`src/rtl/multicycle_control.sv`:
```
// multicycle_control
//
// Main sequencer and ALU decoder for the multicycle RISC-V datapath. A
// Moore-style FSM walks each instruction through fetch, decode, execute,
// memory and write-back. It drives every datapath strobe and mux select from
// the current state. The only exceptions are FETCH, whose IR/PC loads wait
// for mem_ready, and BEQ, whose PC load follows the zero flag.
// Opcodes and funct3 values that are not supported trap into ILLEGAL. The
// FSM stays there until reset.
//
// Ports
//   clk                  system clock
//   reset                synchronous, active-high reset
//   op, funct3, funct7b5 instruction fields from the latched IR
//   zero                 ALU result equals zero
//   mem_ready            memory access completes this cycle
//   mem_write            data memory write strobe
//   reg_write            register file write strobe
//   ir_write             IR load
//   pc_write             PC load from alu_out
//   instruction_or_data  address select: 0 = PC, 1 = result
//   result_src           00 alu_out, 01 read data, 10 alu_result
//   alu_src_a            00 pc, 01 rs1, 10 old_pc
//   alu_src_b            00 rs2, 01 const 4, 10 imm, 11 zero
//   alu_control          000 add, 001 sub, 010 and, 011 or, 101 slt
//   illegal              sticky trap flag
//   instr_count          instructions fetched, wraps modulo 2^CNT_W
//   state_dbg            current state encoding
//
// State table
//   state    | meaning
//   FETCH    | read instruction at PC; on mem_ready load IR and PC <= PC + 4
//   DECODE   | alu_out <= old_pc + imm (branch/jump target), pick the class
//   MEMADR   | alu_out <= rs1 + imm (load/store address)
//   MEMREAD  | read data memory at alu_out until mem_ready
//   MEMWB    | rd <= read data
//   MEMWRITE | write data memory at alu_out until mem_ready
//   EXECUTER | alu_out <= rs1 op rs2
//   EXECUTEI | alu_out <= rs1 op imm
//   ALUWB    | rd <= alu_out
//   BEQ      | compare rs1 - rs2; on zero take the target left by DECODE
//   JAL      | PC <= target, alu_out <= old_pc + 4 for the link write
//   ILLEGAL  | trapped; all strobes low until reset

module multicycle_control #(
    parameter int CNT_W             = 32,
    parameter int RESET_STATE_FETCH = 1
) (
    input  logic             clk,
    input  logic             reset,
    input  logic [6:0]       op,
    input  logic [2:0]       funct3,
    input  logic             funct7b5,
    input  logic             zero,
    input  logic             mem_ready,
    output logic             mem_write,
    output logic             reg_write,
    output logic             ir_write,
    output logic             pc_write,
    output logic             instruction_or_data,
    output logic [1:0]       result_src,
    output logic [1:0]       alu_src_a,
    output logic [1:0]       alu_src_b,
    output logic [2:0]       alu_control,
    output logic             illegal,
    output logic [CNT_W-1:0] instr_count,
    output logic [3:0]       state_dbg
);

    // Only a FETCH boot state exists today; other values are reserved.
    if (RESET_STATE_FETCH != 1) begin : g_reset_state_check
        $error("multicycle_control: only RESET_STATE_FETCH = 1 is supported");
    end

    typedef enum logic [3:0] {
        FETCH    = 4'd0,
        DECODE   = 4'd1,
        MEMADR   = 4'd2,
        MEMREAD  = 4'd3,
        MEMWB    = 4'd4,
        MEMWRITE = 4'd5,
        EXECUTER = 4'd6,
        EXECUTEI = 4'd7,
        ALUWB    = 4'd8,
        BEQ      = 4'd9,
        JAL      = 4'd10,
        ILLEGAL  = 4'd15
    } state_t;

    localparam logic [6:0] OP_LOAD   = 7'b0000011;
    localparam logic [6:0] OP_STORE  = 7'b0100011;
    localparam logic [6:0] OP_RTYPE  = 7'b0110011;
    localparam logic [6:0] OP_ITYPE  = 7'b0010011;
    localparam logic [6:0] OP_BRANCH = 7'b1100011;
    localparam logic [6:0] OP_JAL    = 7'b1101111;

    localparam logic [2:0] ALU_ADD = 3'b000;
    localparam logic [2:0] ALU_SUB = 3'b001;
    localparam logic [2:0] ALU_AND = 3'b010;
    localparam logic [2:0] ALU_OR  = 3'b011;
    localparam logic [2:0] ALU_SLT = 3'b101;

    localparam logic [1:0] SRC_A_PC     = 2'b00;
    localparam logic [1:0] SRC_A_RS1    = 2'b01;
    localparam logic [1:0] SRC_A_OLD_PC = 2'b10;

    localparam logic [1:0] SRC_B_RS2  = 2'b00;
    localparam logic [1:0] SRC_B_FOUR = 2'b01;
    localparam logic [1:0] SRC_B_IMM  = 2'b10;

    localparam logic [1:0] RES_ALU_OUT  = 2'b00;
    localparam logic [1:0] RES_RDATA    = 2'b01;
    localparam logic [1:0] RES_ALU_RSLT = 2'b10;

    state_t           state;
    state_t           state_next;
    state_t           decode_target;
    logic             funct3_ok;
    logic [2:0]       alu_dec;

    logic             mem_write_s;
    logic             reg_write_s;
    logic             ir_write_s;
    logic             pc_write_s;

    // ALU decoder: funct3 picks the operation, and funct7b5 splits add/sub
    // only for R-type. I-type addi can carry imm[10] = 1 in the funct7b5
    // position, so op[5] gates it.
    always_comb begin
        alu_dec   = ALU_ADD;
        funct3_ok = 1'b1;
        case (funct3)
            3'b000:  alu_dec = (op[5] & funct7b5) ? ALU_SUB : ALU_ADD;
            3'b010:  alu_dec = ALU_SLT;
            3'b110:  alu_dec = ALU_OR;
            3'b111:  alu_dec = ALU_AND;
            default: funct3_ok = 1'b0;
        endcase
    end

    // Instruction class seen in DECODE. An unsupported opcode, or an
    // unsupported funct3 on an arithmetic op, traps.
    always_comb begin
        decode_target = ILLEGAL;
        case (op)
            OP_LOAD,
            OP_STORE:  decode_target = MEMADR;
            OP_RTYPE:  decode_target = funct3_ok ? EXECUTER : ILLEGAL;
            OP_ITYPE:  decode_target = funct3_ok ? EXECUTEI : ILLEGAL;
            OP_BRANCH: decode_target = BEQ;
            OP_JAL:    decode_target = JAL;
            default:   decode_target = ILLEGAL;
        endcase
    end

    always_ff @(posedge clk) begin
        if (reset) begin
            state <= FETCH;
        end else begin
            state <= state_next;
        end
    end

    always_comb begin
        state_next          = state;
        mem_write_s         = 1'b0;
        reg_write_s         = 1'b0;
        ir_write_s          = 1'b0;
        pc_write_s          = 1'b0;
        instruction_or_data = 1'b0;
        result_src          = RES_ALU_OUT;
        alu_src_a           = SRC_A_PC;
        alu_src_b           = SRC_B_RS2;
        alu_control         = ALU_ADD;

        case (state)
            FETCH: begin
                alu_src_a  = SRC_A_PC;
                alu_src_b  = SRC_B_FOUR;
                result_src = RES_ALU_RSLT;
                if (mem_ready) begin
                    ir_write_s = 1'b1;
                    pc_write_s = 1'b1;
                    state_next = DECODE;
                end
            end
            DECODE: begin
                alu_src_a  = SRC_A_OLD_PC;
                alu_src_b  = SRC_B_IMM;
                state_next = decode_target;
            end
            MEMADR: begin
                alu_src_a  = SRC_A_RS1;
                alu_src_b  = SRC_B_IMM;
                state_next = op[5] ? MEMWRITE : MEMREAD;
            end
            MEMREAD: begin
                instruction_or_data = 1'b1;
                if (mem_ready) begin
                    state_next = MEMWB;
                end
            end
            MEMWB: begin
                result_src  = RES_RDATA;
                reg_write_s = 1'b1;
                state_next  = FETCH;
            end
            MEMWRITE: begin
                // Strobe held through the whole wait so slow memories see it.
                instruction_or_data = 1'b1;
                mem_write_s         = 1'b1;
                if (mem_ready) begin
                    state_next = FETCH;
                end
            end
            EXECUTER: begin
                alu_src_a   = SRC_A_RS1;
                alu_src_b   = SRC_B_RS2;
                alu_control = alu_dec;
                state_next  = ALUWB;
            end
            EXECUTEI: begin
                alu_src_a   = SRC_A_RS1;
                alu_src_b   = SRC_B_IMM;
                alu_control = alu_dec;
                state_next  = ALUWB;
            end
            ALUWB: begin
                reg_write_s = 1'b1;
                state_next  = FETCH;
            end
            BEQ: begin
                // alu_out still holds the DECODE target; the subtraction
                // only feeds zero.
                alu_src_a   = SRC_A_RS1;
                alu_src_b   = SRC_B_RS2;
                alu_control = ALU_SUB;
                pc_write_s  = zero;
                state_next  = FETCH;
            end
            JAL: begin
                alu_src_a  = SRC_A_OLD_PC;
                alu_src_b  = SRC_B_FOUR;
                pc_write_s = 1'b1;
                state_next = ALUWB;
            end
            ILLEGAL: begin
                state_next = ILLEGAL;
            end
            default: begin
                state_next = FETCH;
            end
        endcase
    end

    // No architectural state may change while reset is held, even in the
    // cycle before the state register has settled to FETCH.
    assign mem_write = mem_write_s & ~reset;
    assign reg_write = reg_write_s & ~reset;
    assign ir_write  = ir_write_s  & ~reset;
    assign pc_write  = pc_write_s  & ~reset;

    always_ff @(posedge clk) begin
        if (reset) begin
            illegal <= 1'b0;
        end else if (state_next == ILLEGAL) begin
            illegal <= 1'b1;
        end
    end

    always_ff @(posedge clk) begin
        if (reset) begin
            instr_count <= '0;
        end else if (state == FETCH && mem_ready) begin
            instr_count <= instr_count + 1'b1;
        end
    end

    assign state_dbg = state;

endmodule

```
`config.mk`:
```
export PLATFORM = sky130hd
export DESIGN_NAME = multicycle_control
export DESIGN_NICKNAME = d
export VERILOG_FILES = /design/src/rtl/multicycle_control.sv
export SDC_FILE = /design/constraint.sdc
export NUM_CORES = 1
export LEC_CHECK = 0
export CORE_MARGIN = 2
export CORE_UTILIZATION = 41
export DETAILED_ROUTE_END_ITERATION = 8
export PLACE_DENSITY = 0.79
export RECOVER_POWER = 100
export SYNTH_ARGS = -nofsm -noshare
export SYNTH_HDL_FRONTEND = slang
export SYNTH_SLANG_ARGS = --single-unit
```
`constraint.sdc`:
```
create_clock -name clk -period 1.8 [get_ports clk]
set_clock_uncertainty 0.15 [all_clocks]
set_input_delay 0.36 -clock clk [delete_from_list [all_inputs] [get_ports clk]]
set_output_delay 0.36 -clock clk [all_outputs]
set_load 0.02 [all_outputs]
```
==> impl_metrics.json <==
{
  "status": "finished, violations left",
  "violations": "negative setup slack",
  "area_leaders": "dfxtp_1 37%, nor2_1 9.6%, xor2_1 8.3%, xnor2_1 5.7%, nand2_1 4.3%",
  "cpLargestDelayFamily": "simple AND/OR/NAND/NOR gates",
  "setup_ws_ns": -0.276,
  "synthAdderAreaFrac_pct": 0.626,
  "crit_end": "instr_count[4]",
  "gp_congestion": 0.907,
  "cts_buffers": 5,
  "numPlacedInstances": 448,
  "ys_cells": 260,
  "setup_viol_count_final": 44,
  "syn_area_um2": 2000,
  "sh_comb_area_pct": 40.9,
  "crit_type": "reg -> reg",
  "ys_seq_share_pct": 37.1,
  "warnings": 29,
  "route.met2.wl_um": 3980,
  "endpoint_kind": "register",
  "p_clk_share_pct": 14.1,
  "p_leak_uw": 0.00172,
  "cp_num_cells": 9,
  "path_clk_slew_ns": 0.08,
  "fmax_ghz": 0.482,
  "swShare_pct": 40.6,
  "syn-mean-instance-area_um2": 7.69,
  "maxSlewViolCount": 0,
  "synthArstFlopShare_pct": 0,
  "regMostFlops": "instr_count",
  "dp_hpwl_um": 4430,
  "ys_types": 34,
  "postRouteAntennaNets": 0,
  "core-area_um2": 4720,
  "post_synth_most_frequent_cells": "51 x nor2_1, 37 x dfxtp_1, 23 x nand2_1",
  "finalNonFillerCells": 471,
  "regToRegEndpoint": "instr_count[4]",
  "first_global_vias": 2277,
  "clock_power_uw": 567,
  "cp_data_arrival_time_ns": 2.10,
  "chipArea_um2": 5450,
  "holdPathStages": 2,
  "crit_chain": "nor4_4 > buf_4 > buf_4 > buf_4 > and4_1 > buf_4 > nand2_1 > xor2_1 > nor2_1",
  "most_common_cell": "nor2_1",
  "buf_share_pct": 33.4,
  "slowest_stage": "dfxtp_4",
  "period_needed_ns": 2.08,
  "maxPowerGroup": "combinational cells",
  "aoi_share_pct": 9.83,
  "largest_reg_flops": 32,
  "yosys_warnings": 0,
  "flop_area_um2": 753,
  "drt_first_pass_iters": 4,
  "cts_tree": "yes",
  "dpl_cell_area_um2": 3310,
  "ys_sh_mux_pct": 0.501,
  "critical_path.startpoint": "state_dbg[1]",
  "port-buffer-count": 65,
  "grt_setup_unrepaired": "yes",
  "syn_to_final_growth_pct": 86.5,
  "wl_met3_um": 389,
  "whs_ns": 0.376,
  "timing.rr.start": "state_dbg[1]",
  "simple_gate_area_share_pct": 34.4,
  "powerDensity_nw_per_um2": 1080,
  "clockRootBuffer": "clkbuf_8",
  "xor_share_pct": 14.0,
  "comb_cells": 204,
  "hp-class": "reg -> reg",
  "grt_overflow_total": 0,
  "layout.nets": 419,
  "clockNetworkAreaShare_pct": 2.32,
  "drt_iter0_drc": 108
}
### M3 wires

Drawn at 4 px/µm.
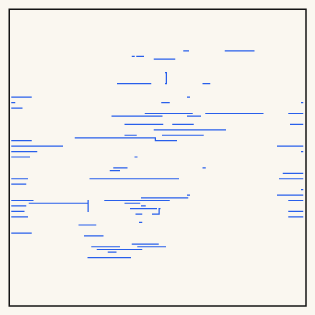
longest straight run: 22.1 µm
main direction: horizontal
wire length on this layer: 389 µm
share of all routed wire: 5.2%
DR vias: 2,495
Routed WL: 7440 µm
M3 GR Usage: 3.43%

### Sequential cells coloured by netlist name

Drawn at 8 px/µm.
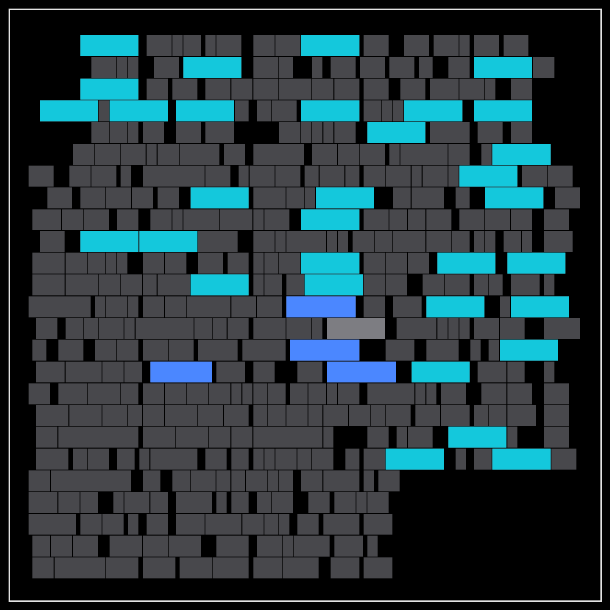
[instr_count] cyan | placed flops: 32
[state_dbg] blue | placed flops: 4 | where: middle
not coloured: 1

